==> config.mk <==
export PLATFORM = sky130hd
export DESIGN_NAME = sc_io_ports_flat
export DESIGN_NICKNAME = d
export VERILOG_FILES = /design/src/rtl/sc_io_ports_if.sv /design/src/rtl/sc_io_ports.sv /design/src/flat_wrapper.sv
export SDC_FILE = /design/constraint.sdc
export NUM_CORES = 1
export LEC_CHECK = 0
export CORE_AREA = 2 2 122 124
export CTS_CLUSTER_DIAMETER = 120
export DETAILED_ROUTE_END_ITERATION = 12
export DIE_AREA = 0 0 124 126
export PLACE_DENSITY = 0.84
export SYNTH_ARGS = -nofsm -noshare
export SYNTH_HDL_FRONTEND = slang
export SYNTH_SLANG_ARGS = --single-unit
==> constraint.sdc <==
create_clock -name clock -period 4.15 [get_ports clock]
set_input_delay 1.0375 -clock clock [delete_from_list [all_inputs] [get_ports clock]]
set_output_delay 1.0375 -clock clock [all_outputs]
set_load 0.005 [all_outputs]
Fig. 1: run 1, zoomed window
Window x 42 to 82, y 68 to 108 um. Cells in gray, sequential cells in the stronger gray; small squares are vias.
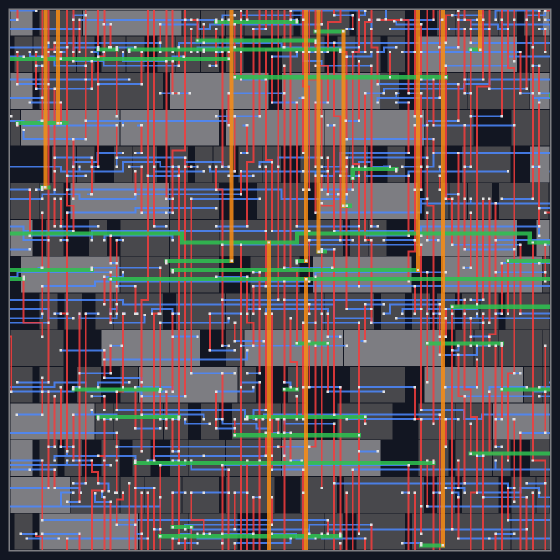
[orange] metal 4
[red] metal 2
[blue] metal 1
[green] metal 3
most frequent: nand2_1 (57), a21oi_1 (24), dfxtp_1 (24)
sequential cells in the window: 24
cells with their middle in the window: 159

Fig. 2: run 1, selected gate families
Scale: 4 px per um.
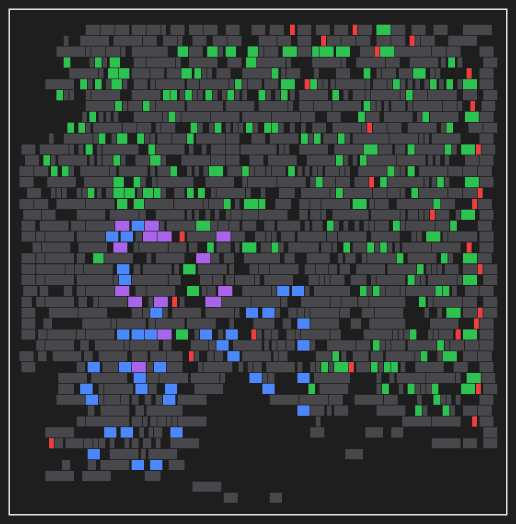
[green] inverting AOI/OAI gates | cells: 155 | most used: a21oi_1
[purple] multiplexers | cells: 14 | most used: mux2i_1
[red] inverters | cells: 27 | most used: inv_1
[blue] XOR/XNOR gates | cells: 38 | most used: xor2_1
fin cells: 1218
logic share of the area: 0.325

Fig. 3: run 1, sequential cells colored by netlist name
Scale: 4 px per um.
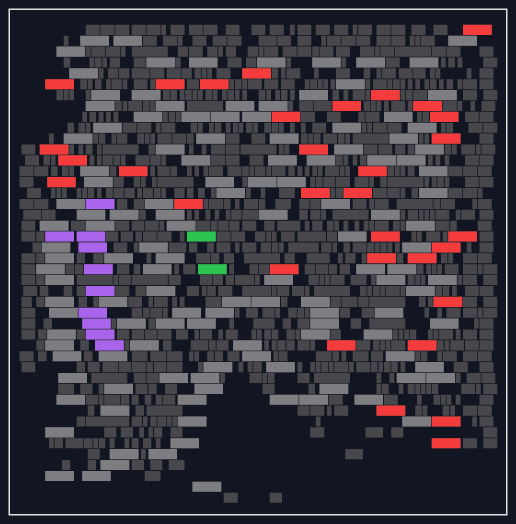
[green] u_core.mask_q | flops: 2
[red] u_core.out_port1 | flops: 32
[purple] u_core.g_bank.sync2_q | flops: 10 | where: left middle
not colored: 129
fin util: 0.685
register share of the cell area: 0.353
power of the sequential group: 1.69 mW
register area: 3460 um^2

==> impl_metrics.py, run 1 <==
# Flow results
metrics = {
    "run_status": {
        "run_status": "finished clean",
    },
    "clock_network": {
        "root_buffer": "clkbuf_16",
        "cts.sinks": 173,
        "cts-buffers-inserted": 17,
    },
    "synthesis": {
        "avgSynthCellArea_um2": 8.43,
        "synth_warnings": 0,
        "ys_area_um2": 7030,
        "mux_area_frac": 0.0201,
        "synth-adder-area-share": 0.00356,
        "ys_cells": 834,
        "synth-async-reset-ratio": 0,
        "synth-edff-count": 0,
    },
    "routing": {
        "wl_per_cell_um": 17.0,
        "antenna_left": 0,
        "drc": 0,
    },
    "critical_path": {
        "max_stage_delay_ps": 540,
        "cp_cell_sequence": "dlygate4sd2_1, or3_4, nor2b_4, clkbuf_16, a222oi_1, nand2_1, clkdlybuf4s50_1",
        "path_delay_family": "buffers and inverters",
        "crit_type": "in -> out",
    },
    "placement": {
        "portBuffers": 189,
        "dp_slack_ps": -196,
    },
    "die": {
        "n_tap_cell": 184,
        "row_count": 44,
        "chipArea_um2": 15600,
        "die_h_um": 126,
        "core_um2": 14300,
    },
    "final_layout": {
        "lay_top_count": "nand2_1",
        "final_area_um2": 9800,
        "drive_gt1_frac": 0.0890,
    },
    "power": {
        "p_int_mw": 2.60,
        "combPwrFrac": 0.050,
        "swShare": 0.236,
        "p_leak_nw": 3.62,
    },
    "global_route": {
        "grt.overflow.total": 0,
        "antenna_found_initial": 1,
        "grt_pass1_wl_um": 31700,
    },
    "timing": {
        "fin_setup_tns_ps": 0,
        "setup_viol": 0,
        "slew_headroom": 0.313,
        "fmax_mhz": 249,
    },
    "job": {
        "cap_violations": 0,
    },
}
## run 1: Yosys cell counts, types with 2 or more instances
library cell | count | area [um^2]
buf_6 | 8 | 90.1
a22oi_1 | 19 | 143
clkbuf_1 | 36 | 135
nor4_1 | 6 | 37.5
buf_2 | 8 | 40.0
nor2_4 | 8 | 90.1
xnor2_1 | 17 | 149
nand2_1 | 232 | 871
a222oi_1 | 26 | 260
nor2b_1 | 21 | 131
buf_4 | 2 | 15.0
nor2_1 | 43 | 161
dfxtp_1 | 173 | 3460
nand4_1 | 7 | 43.8
nor3_2 | 3 | 30.0
ha_1 | 2 | 25.0
nor2_2 | 3 | 18.8
a2bb2oi_1 | 2 | 17.5
and2_1 | 2 | 12.5
and3_1 | 6 | 37.5
or3_1 | 2 | 12.5
xor2_1 | 21 | 184
inv_1 | 27 | 101
nor3_1 | 5 | 25.0
a21oi_1 | 105 | 526
nand3_1 | 19 | 95.1
mux2i_1 | 13 | 130
## run 1: power by group through the flow
| stage | Clock [mW] | Sequential [mW] | Combinational (mW) |
|---|---|---|---|
| detailed placement | 0 | 1.72 | 0.163 |
| finish | 1.55 | 1.69 | 0.169 |
| CTS | 1.57 | 1.69 | 0.165 |
| global placement | 0 | 1.72 | 0.162 |
| floorplan | 0 | 1.72 | 0.0782 |
| global route | 1.64 | 1.69 | 0.181 |
## run 1: metal layers
| layer | routed length, um | track usage |
|---|---|---|
| met5 | 13 | 0 |
| met4 | 590 | 0.110 |
| met3 | 1730 | 0.0530 |
| met2 | 10400 | 0.440 |
| met1 | 8080 | 0.316 |
## run 1: repair_timing
item	in CTS	in global routing
setup endpoints to repair	32	27
pin swaps	0	2
buffers inserted	0	1
gates resized	7	10
cloned	0	2
==> run 2, diff against run 1 <==
SETUP_SLACK_MARGIN = 0.5   (was default)
SKIP_LAST_GASP = 1   (was default)
Fig. 4: run 2, selected gate families
Scale: 4 px per um.
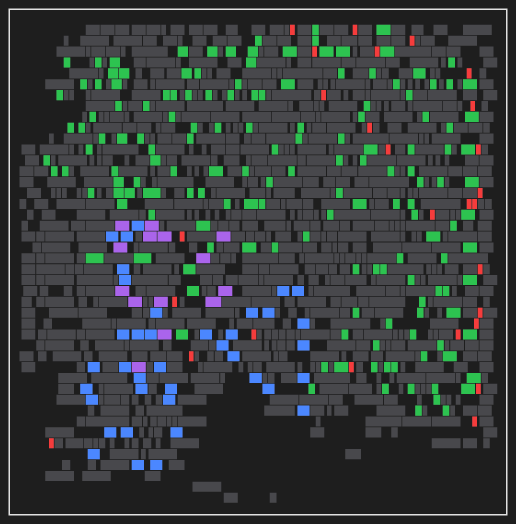
Top cell excl fill/tap: nand2_1
fin cells: 1244

Fig. 5: run 2, zoomed window
Window x 42 to 82, y 68 to 108 um. Cells in gray, sequential cells in the stronger gray; small squares are vias.
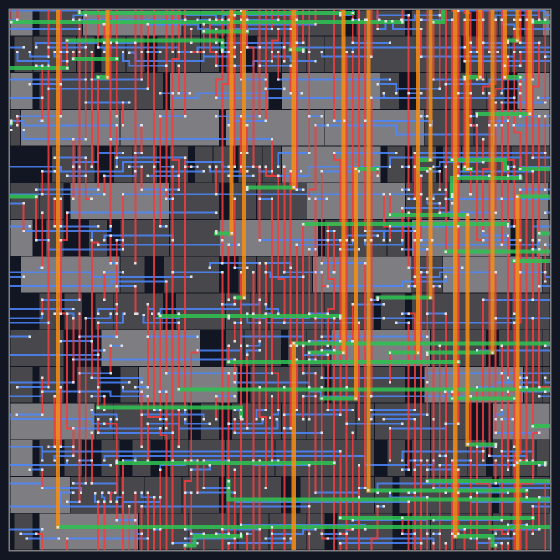
[orange] metal 4
[red] metal 2
[green] metal 3
[blue] metal 1
most frequent: nand2_1 (58), dfxtp_1 (25), a21oi_1 (22)
sequential cells in the window: 25
cells with their middle in the window: 167

Fig. 6: run 2, signal wires on met2
Scale: 2 px per um.
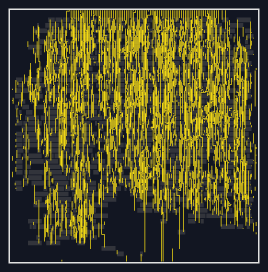
nets with wire on the layer: 935
main direction: vertical
share of all routed wire: 48%
longest straight run: 47.3 um
wire length on this layer: 11100 um
routed wire length: 23000 um
Vias: 7046

==> run 2 against run 1 <==
Effect of this change:
- final area is 2.9% higher
- sequential power hardly changed
- total power is 0.76% higher
- critical path depth is 4 higher
- flip-flop count stayed put
- clock-buffer cell count stayed put
- clock skew is 0.62 ps lower
- via count is 4.4% higher
- sequential share of layout area is 1.0 points lower
- critical path type unchanged
- critical endpoint is now bus_io_read_data[2]
- largest cell class unchanged
- largest power group unchanged
==> impl_metrics.py, run 2 <==
# Flow results
metrics = {
    "critical_path": {
        "cp_max_fo": 6,
        "rr_worst_depth": 5,
        "cp.required_ps": 3110,
        "start_kind": "input pin",
        "path_delay_family": "buffers and inverters",
        "r2r_setup_slack_ps": 1820,
        "crit_arrival_ps": 2590,
        "worstSetupEndpointType": "output port",
        "crit_type": "in -> out",
        "critPathBufInv": 7,
        "cp_cell_sequence": "buf_6, or3_4, buf_12, buf_6, nor2_4, buf_12, buf_6, buf_6, a22oi_2, nand3_1, buf_2",
        "max_stage_delay_ps": 410,
    },
    "routing": {
        "wl_per_cell_um": 18.5,
        "dr.pass1.iters": 7,
        "drc": 0,
        "drt_iter0_drc": 849,
        "viasPerCell": 5.66,
        "antenna_left": 0,
    },
    "synthesis": {
        "yosys.area_share.aoi": 0.139,
        "topCellsByArea": "dfxtp_1 (49%), nand2_1 (12%), a21oi_1 (7.5%)",
        "flop_cell": "dfxtp_1",
        "mux_area_frac": 0.0201,
        "synth_nets": 913,
        "ys_seq_share": 0.493,
        "synth-adder-area-share": 0.00356,
        "synth-async-reset-ratio": 0,
        "ys_top_cells_by_count": "nand2_1 (232), dfxtp_1 (173), a21oi_1 (105)",
        "avgSynthCellArea_um2": 8.43,
        "ys_area_um2": 7030,
        "synth_top_cell_by_count": "nand2_1",
        "numSynthFlops": 173,
        "top_cell_area_share": 0.493,
        "syn_area_um2": 7030,
        "synth_warnings": 0,
        "yosys.area.top_type": "dfxtp_1",
        "synth-edff-count": 0,
        "topCombFamilyByArea": "simple AND/OR/NAND/NOR gates",
        "ys_types": 45,
        "ys_cells": 834,
    },
    "timing": {
        "holdWs_ps": 439,
        "fmax_mhz": 275,
        "maxSlewViolCount": 0,
        "rsz0062_at_grt": "true",
        "skew_ps": 5.19,
        "setup_viol": 0,
        "period_needed_ps": 3630,
        "slew_headroom": 0.317,
        "worst_pin_slew_ps": 1020,
    },
    "placement": {
        "gp_congestion": 0.859,
        "portBuffers": 189,
        "dp_slack_ps": -196,
        "post-dp-hpwl_um": 13600,
    },
    "die": {
        "io_pins": 216,
        "die_w_um": 124,
        "core_um2": 14300,
        "fp-utilization": 0.491,
        "die_h_um": 126,
        "chipArea_um2": 15600,
        "row_count": 44,
    },
    "power": {
        "total_power_mw": 3.43,
        "ir_drop_mv": 0.333,
        "p_leak_nw": 3.78,
        "power_per_cell_area_nw_per_um2": 340,
    },
    "final_layout": {
        "n_antenna_cell": 0,
        "drive_gt1_frac": 0.142,
        "syn2layout_area_growth_pct": 43.4,
        "layout.cells.most_common_list": "nand2_1 (232), dfxtp_1 (173), clkdlybuf4s50_1 (151)",
        "final_nets": 1126,
    },
    "clock_network": {
        "cts.sinks": 173,
        "clkTransAtPathRegs_ps": 70,
        "ctsResizeCount": 142,
        "cts-buffers-inserted": 17,
        "root_buffer": "clkbuf_16",
        "holdBufCountCts": 0,
        "cts_htree_levels": 4,
        "clockBufferDepth": 2,
        "cts_setup_buffers": 20,
        "cts_tree": "done",
        "clk_latency_ps": 430,
    },
    "global_route": {
        "antenna_found_initial": 0,
        "grt_pass1_vias": 6593,
        "grt_pass1_wl_um": 35000,
        "grt_max_degree": 76,
        "grt.overflow.total": 0,
    },
    "min_path": {
        "hp-class": "reg -> reg",
        "min_path_cells": 1,
    },
    "job": {
        "cap_violations": 0,
        "warning_count": 53,
    },
    "run_status": {
        "run_status": "finished clean",
    },
}
==> run 2: cell types whose count changed in the layout (fill, tap and decap cells not counted), sizes merged <==
cell           delta
buf              +50
clkdlybuf4s50    -28
dlymetal6s2s      -7
clkdlybuf4s15     +9
clkbuf            +2
==> run 2: logic make-up (layout without fill, tap and decap cells) <==
group | after synthesis | after routing
adder cells (fa/ha/maj) | 2 | 2
buffers and inverters | 83 | 309
multiplexers | 14 | 14
AND/OR/NAND/NOR | 368 | 368
flip-flops | 173 | 173
XOR/XNOR | 38 | 38
AND-OR/OR-AND | 156 | 156
==> run 2: routing by layer <==
layer | GRT usage | up-vias | share of wire
met5 | 0 | - | 0
met4 | 0.159 | 0 | 0.049
met3 | 0.0702 | 96 | 0.093
met2 | 0.485 | 411 | 0.48
met1 | 0.340 | 3296 | 0.38
li1 | - | 3243 | -
==> run 2: report_power, final <==
group	internal, mW	total, mW	leakage [nW]	switching [mW]
Sequential	1.68	1.69	1.40	0.0105
Combinational	0.0935	0.191	2.11	0.0977
Clock	0.845	1.55	0.274	0.709
==> run 2: metrics by stage <==
| stage | std cells | TNS, ps | cell area (um^2) | util |
|---|---|---|---|---|
| floorplan | 834 | 0 | 7030 | - |
| global placement | 1183 | -2880 | 9120 | 0.637 |
| detailed placement | 1183 | -3980 | 9120 | 0.637 |
| CTS | 1242 | 0 | 10000 | 0.702 |
| global route | 1244 | 0 | 10100 | 0.704 |
| finish | 1244 | 0 | 10100 | 0.704 |
==> run 2: final cells by class <==
| type | instances | area (um^2) |
|---|---|---|
| Timing Repair Buffer | 250 | 2500 |
| Sequential cell | 173 | 3460 |
| Fill cell | 991 | 4230 |
| Inverter | 27 | 101 |
| Multi-Input combinational cell | 578 | 3210 |
| Tap cell | 184 | 230 |
| Clock buffer | 17 | 425 |
| Clock inverter | 15 | 151 |
Power is estimated from default activity; no workload was simulated.
